`src/rtl/bt_uart_pkg.sv`:
```
// ---------------------------------------------------------------------------
// bt_uart_pkg
// Definitions shared by the Bluetooth UART command receiver and the status
// transmitter: transmitter state encoding, command byte values and status
// byte values.
// Build option: UART_TX_PARITY_EN (used by bt_status_tx) selects 8E1 framing.
// ---------------------------------------------------------------------------
package bt_uart_pkg;

  typedef enum logic [2:0] {
    ST_IDLE   = 3'd0,
    ST_START  = 3'd1,
    ST_DATA   = 3'd2,
    ST_PARITY = 3'd3,
    ST_STOP   = 3'd4
  } bt_tx_state_e;

  // Command bytes sent by the phone app
  localparam logic [7:0] CMD_VOL_DEC = 8'hB0;
  localparam logic [7:0] CMD_VOL_INC = 8'hB1;
  localparam logic [7:0] CMD_NEXT    = 8'hB2;
  localparam logic [7:0] CMD_PREV    = 8'hB3;
  localparam logic [7:0] CMD_RESET   = 8'hB4;

  // Status bytes returned by the player
  localparam logic [7:0] STAT_ACK    = 8'hC0;
  localparam logic [7:0] STAT_NAK    = 8'hC1;

  // Even parity: the parity bit makes the total count of ones even
  function automatic logic even_parity(input logic [7:0] i_byte);
    return ^i_byte;
  endfunction

endpackage

```
`src/rtl/bt_tx_fifo.sv`:
```
// ---------------------------------------------------------------------------
// bt_tx_fifo
// Small synchronous byte FIFO between player logic and the UART framer.
// Pointers wrap naturally; a separate count distinguishes full from empty.
// Ports:
//   i_clk, i_rst_n   clock, asynchronous active-low reset
//   i_push, i_data   write request and byte (ignored while full)
//   i_pop            read request (ignored while empty)
//   o_data           head byte (valid while !o_empty)
//   o_full, o_empty  occupancy flags from the registered count
//   o_count          number of stored bytes
// ---------------------------------------------------------------------------
module bt_tx_fifo
  import bt_uart_pkg::*;
#(
  parameter int FIFO_DEPTH = 4
) (
  input  logic                          i_clk,
  input  logic                          i_rst_n,
  input  logic                          i_push,
  input  logic [7:0]                    i_data,
  input  logic                          i_pop,
  output logic [7:0]                    o_data,
  output logic                          o_full,
  output logic                          o_empty,
  output logic [$clog2(FIFO_DEPTH):0]   o_count
);

  localparam int PTR_W = $clog2(FIFO_DEPTH);

  logic [7:0]       r_mem [FIFO_DEPTH];
  logic [PTR_W-1:0] r_wr_ptr;
  logic [PTR_W-1:0] r_rd_ptr;
  logic [PTR_W:0]   r_count;
  logic             w_push_ok;
  logic             w_pop_ok;

  assign o_full    = (r_count == (PTR_W+1)'(FIFO_DEPTH));
  assign o_empty   = (r_count == '0);
  assign o_count   = r_count;
  assign o_data    = r_mem[r_rd_ptr];
  assign w_push_ok = i_push && !o_full;
  assign w_pop_ok  = i_pop && !o_empty;

  always_ff @(posedge i_clk) begin
    if (w_push_ok) r_mem[r_wr_ptr] <= i_data;
  end

  always_ff @(posedge i_clk or negedge i_rst_n) begin
    if (!i_rst_n) begin
      r_wr_ptr <= '0;
      r_rd_ptr <= '0;
      r_count  <= '0;
    end else begin
      if (w_push_ok) r_wr_ptr <= r_wr_ptr + 1'b1;
      if (w_pop_ok)  r_rd_ptr <= r_rd_ptr + 1'b1;
      case ({w_push_ok, w_pop_ok})
        2'b10:   r_count <= r_count + 1'b1;
        2'b01:   r_count <= r_count - 1'b1;
        default: r_count <= r_count;
      endcase
    end
  end

endmodule

```
`src/rtl/bt_status_tx.sv`:
```
// ---------------------------------------------------------------------------
// bt_status_tx
// UART transmitter returning status/acknowledge bytes to the phone app.
// Bytes are buffered in bt_tx_fifo and sent as 8N1 frames, LSB first, or as
// 8E1 frames when UART_TX_PARITY_EN is defined at build time.
// Ports:
//   uart_clk   sole clock
//   rst_n      asynchronous active-low reset (truncates any frame in flight)
//   tx_data    byte to send
//   tx_valid   tx_data valid; hold until tx_ready
//   tx_ready   FIFO has a free slot
//   tx_busy    frame on the line or bytes waiting
//   data_out   registered serial line, idle high
//
// state  | meaning
// IDLE   | line high, waiting for a byte in the FIFO
// START  | start bit (low)
// DATA   | data bits 0..7, LSB first
// PARITY | even parity bit (UART_TX_PARITY_EN builds only)
// STOP   | stop bit (high); chains straight into START if bytes wait
// ---------------------------------------------------------------------------
module bt_status_tx
  import bt_uart_pkg::*;
#(
  parameter int CLK_FREQ   = 100_000_000,
  parameter int BAUD_RATE  = 9600,
  parameter int FIFO_DEPTH = 4
) (
  input  logic       uart_clk,
  input  logic       rst_n,
  input  logic [7:0] tx_data,
  input  logic       tx_valid,
  output logic       tx_ready,
  output logic       tx_busy,
  output logic       data_out
);

  localparam int CLKS_PER_BIT = CLK_FREQ / BAUD_RATE;
  localparam int BAUD_W       = $clog2(CLKS_PER_BIT);

  localparam logic [2:0] S_IDLE   = 3'(ST_IDLE);
  localparam logic [2:0] S_START  = 3'(ST_START);
  localparam logic [2:0] S_DATA   = 3'(ST_DATA);
  localparam logic [2:0] S_PARITY = 3'(ST_PARITY);
  localparam logic [2:0] S_STOP   = 3'(ST_STOP);

  logic [2:0]                  r_state;
  logic [BAUD_W-1:0]           r_baud;
  logic [2:0]                  r_bit_idx;
  logic [7:0]                  r_frame_byte;
  logic                        r_data_out;

  logic [2:0]                  w_state_nxt;
  logic [BAUD_W-1:0]           w_baud_nxt;
  logic [2:0]                  w_bit_nxt;
  logic                        w_out_nxt;
  logic                        w_pop;
  logic                        w_baud_done;
  logic [7:0]                  w_fifo_data;
  logic                        w_full;
  logic                        w_empty;
  logic [$clog2(FIFO_DEPTH):0] w_count;

  bt_tx_fifo #(
    .FIFO_DEPTH (FIFO_DEPTH)
  ) u_fifo (
    .i_clk   (uart_clk),
    .i_rst_n (rst_n),
    .i_push  (tx_valid),
    .i_data  (tx_data),
    .i_pop   (w_pop),
    .o_data  (w_fifo_data),
    .o_full  (w_full),
    .o_empty (w_empty),
    .o_count (w_count)
  );

  assign w_baud_done = (r_baud == BAUD_W'(CLKS_PER_BIT - 1));
  assign tx_ready    = !w_full;
  assign tx_busy     = (r_state != S_IDLE) || !w_empty;
  assign data_out    = r_data_out;

  // The next line level is decided together with the next state so that
  // data_out changes on the same edge as the state it belongs to.
  always_comb begin
    w_state_nxt = r_state;
    w_baud_nxt  = r_baud;
    w_bit_nxt   = r_bit_idx;
    w_out_nxt   = r_data_out;
    w_pop       = 1'b0;
    case (r_state)
      S_IDLE: begin
        w_baud_nxt = '0;
        w_out_nxt  = 1'b1;
        if (!w_empty) begin
          w_pop       = 1'b1;
          w_state_nxt = S_START;
          w_out_nxt   = 1'b0;
        end
      end
      S_START: begin
        if (w_baud_done) begin
          w_baud_nxt  = '0;
          w_bit_nxt   = 3'd0;
          w_state_nxt = S_DATA;
          w_out_nxt   = r_frame_byte[0];
        end else begin
          w_baud_nxt  = r_baud + 1'b1;
        end
      end
      S_DATA: begin
        if (w_baud_done) begin
          w_baud_nxt = '0;
          if (r_bit_idx == 3'd7) begin
`ifdef UART_TX_PARITY_EN
            w_state_nxt = S_PARITY;
            w_out_nxt   = even_parity(r_frame_byte);
`else
            w_state_nxt = S_STOP;
            w_out_nxt   = 1'b1;
`endif
          end else begin
            w_bit_nxt = r_bit_idx + 3'd1;
            w_out_nxt = r_frame_byte[r_bit_idx + 3'd1];
          end
        end else begin
          w_baud_nxt = r_baud + 1'b1;
        end
      end
      S_PARITY: begin
        if (w_baud_done) begin
          w_baud_nxt  = '0;
          w_state_nxt = S_STOP;
          w_out_nxt   = 1'b1;
        end else begin
          w_baud_nxt  = r_baud + 1'b1;
        end
      end
      S_STOP: begin
        if (w_baud_done) begin
          w_baud_nxt = '0;
          if (!w_empty) begin
            w_pop       = 1'b1;
            w_state_nxt = S_START;
            w_out_nxt   = 1'b0;
          end else begin
            w_state_nxt = S_IDLE;
            w_out_nxt   = 1'b1;
          end
        end else begin
          w_baud_nxt = r_baud + 1'b1;
        end
      end
      default: begin
        w_state_nxt = S_IDLE;
        w_baud_nxt  = '0;
        w_out_nxt   = 1'b1;
      end
    endcase
  end

  always_ff @(posedge uart_clk or negedge rst_n) begin
    if (!rst_n) begin
      r_state      <= S_IDLE;
      r_baud       <= '0;
      r_bit_idx    <= 3'd0;
      r_frame_byte <= 8'h00;
      r_data_out   <= 1'b1;
    end else begin
      r_state    <= w_state_nxt;
      r_baud     <= w_baud_nxt;
      r_bit_idx  <= w_bit_nxt;
      r_data_out <= w_out_nxt;
      if (w_pop) r_frame_byte <= w_fifo_data;
    end
  end

endmodule

```
`config.mk`:
```
export PLATFORM = sky130hd
export DESIGN_NAME = bt_status_tx
export DESIGN_NICKNAME = d
export VERILOG_FILES = /design/src/rtl/bt_uart_pkg.sv /design/src/rtl/bt_tx_fifo.sv /design/src/rtl/bt_status_tx.sv
export SDC_FILE = /design/constraint.sdc
export NUM_CORES = 1
export LEC_CHECK = 0
export ABC_AREA = 1
export CAP_MARGIN = 30
export CORE_ASPECT_RATIO = 1.5
export CORE_MARGIN = 2
export CORE_UTILIZATION = 40
export CTS_CLUSTER_SIZE = 10
export DETAILED_ROUTE_END_ITERATION = 10
export SLEW_MARGIN = 10
export SYNTH_ARGS = -nofsm -noshare
export SYNTH_HDL_FRONTEND = slang
export SYNTH_HIERARCHICAL = 1
export SYNTH_SLANG_ARGS = --single-unit
```
`constraint.sdc`:
```
create_clock -name uart_clk -period 2.5 [get_ports uart_clk]
set_input_delay 0.375 -clock uart_clk [delete_from_list [all_inputs] [get_ports uart_clk]]
set_output_delay 0.375 -clock uart_clk [all_outputs]
set_load 0.1 [all_outputs]
```
==> images/layer_met1.png <==
Supply wires on this layer in gray.
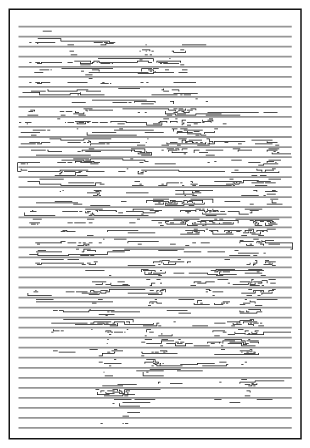
The wires run mostly horizontal. The longest straight run is 20.7 um. 370 nets have wire on it.

==> images/layer_met2.png <==
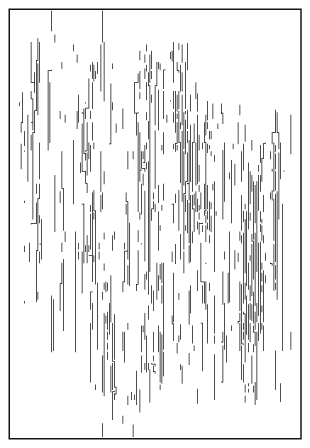
The wires run mostly vertical. The layer holds 53% of the routed length.

[stage by stage]
step / worst slack (ps) / hold WS (ps)
CTS: 109.4 / 178.6
floorplan: 92.40 / 79.41
finish: 204.4 / -15.28
detailed placement: 123.5 / 464.9
global route: 2.460 / 11.13
global placement: 201.2 / 445.3
[worst paths after layout]
| check | from | to | slack [ps] | depth (start not counted) |
|---|---|---|---|---|
| setup / recovery | r_bit_idx[0] | u_fifo/o_count[1] | 200 | 12 |
| hold / removal | rst_n | r_baud[4] | -20 | 1 |
| setup reg to reg | r_bit_idx[0] | u_fifo/o_count[1] | 200 | 12 |
| hold reg to reg | r_baud[0] | r_baud[0] | 470 | 1 |
| max in group asynchronous | rst_n | data_out | 1990 | 2 |
| min in group uart_clk | r_baud[0] | r_baud[0] | 470 | 1 |
==> run summary <==
Implementation summary

The run finished, with violations left. The final reports fail on hold timing. Counting the buffers created by CTS gives 9.

The placed cell count is 477. The stage-log warning count is 29. The power group with the largest share is sequential cells. The kind of path behind the tightest hold check is input pin to asynchronous set/reset pin. Of the total power, combinational logic draws 0.352. The fraction of met2 tracks used by global routing is 0.2764.

After routing the design area is around 4000 um^2. Of the post-synthesis cell area, the part taken by muxes is 0. The logic area is roughly 1200 um^2. According to the cell report, the number of logic gates is 219. The iteration count of the initial detailed-routing pass is 4. The maximum clock path buffer count is 2. In this run the tightest slew margin relative to its limit is 0.6619. The slowest stage of the critical path is the sky130_fd_sc_hd__dfrtp_1 cell. The delay contributed by the slowest stage of the critical path is 440 ps. The residual antenna-violating net count after detailed routing is 0. TritonCTS built the clock tree. The area growth from synthesis to final layout is 18.36%. The routed wire length on met2 is roughly 3.2 mm. For met3 alone, demand over resource in global routing was 0.04517. The cell-mix breakdown from Yosys lists the simple-gate area share as 0.2217.

The sequential element share of the synthesized area is 0.5566. The largest registers in the layout are u_fifo/r_mem: 32 flops, r_baud: 14 flops, r_frame_byte: 8 flops. In the synthesized netlist the async set-or-reset flop fraction comes to 0.5294.

Routing resource usage on met1 recorded by global route was 0.1540. Summed over all routing layers, the global router reports a total usage of 0.1513. The first global-routing pass estimated roughly 10 mm of wire. Yosys reported a register bit count of 68.

Measured along the y axis, the die boundary spans ~120 um. Measured on the final layout, the clock distribution area share stands at 0.07960. The critical path goes through ha_1, ha_1, inv_1, nand2_1, nand3_4, inv_1, nand2_1, inv_1, ha_1, inv_1, fa_1, o21ai_0. The pin count of the biggest net entering global routing is 37. Dividing the final minimum period by the clock period gives 0.9182. The CTS root buffer is sky130_fd_sc_hd__clkbuf_16.

The routed length on met1 is approximately 2.5 mm. Setup repair after global routing left no endpoint under its margin. The script parses the final routing iteration and logs DRC violations as 0. The number of warnings reported in the yosys synthesis log is 6.

The share of power burned in the clock network is 0.287. Of all the cell area in the finished design, non-clock buffers hold 0.05370. Final hold analysis gives a worst-case slack of -15.28 ps.

The congestion estimate from routability-driven global placement came to 0.7896. The cell repeated most along the worst path is sky130_fd_sc_hd__inv_1. The main area contributors are sky130_fd_sc_hd__edfxtp_1 (29%), sky130_fd_sc_hd__dfrtp_1 (26%), sky130_fd_sc_hd__nand2_1 (10%). The clock tree has to reach 68 sinks. The repair_antennas step left the layout with diodes totalling 0.

For the finished layout, the period the worst path requires is about 2300 ps. The power density relative to cell area is roughly 1200 nW/um^2. The count of buffers added by post-CTS timing repair for setup is 0.

The power in the clock group is roughly 0.0013 W. The routed design uses between 150 and 200 um of met3 wire. Registers take ~1900 um^2. The global routing stage identified its most utilized layer as met2. The region available for standard cell placement spans between 8000 and 9000 um^2. The power spent charging and discharging nets is roughly 0.0017 W.

The filler cells instantiated in the layout total 745. The most used standard cell by instance count after synthesis is sky130_fd_sc_hd__nand2_1. In the CTS report, the clock slew at the register clock pins of the worst setup and hold paths is listed as 50 ps. The xor and xnor area share after synthesis is 0.01570.

The report lists the number of cells resized after CTS as 0. u_fifo/r_mem holds more flip-flops than any other register. The total count of hold-check failures in the final report is 16. The leakage power summed over all cells is between 1.5 and 2 nW. The AND-OR/OR-AND share of the synthesized area is 0.07963. The capturing element type of the critical path is a register.

Per the finish-stage timing summary, setup violations number 0.
Power is estimated from default activity; no workload was simulated.
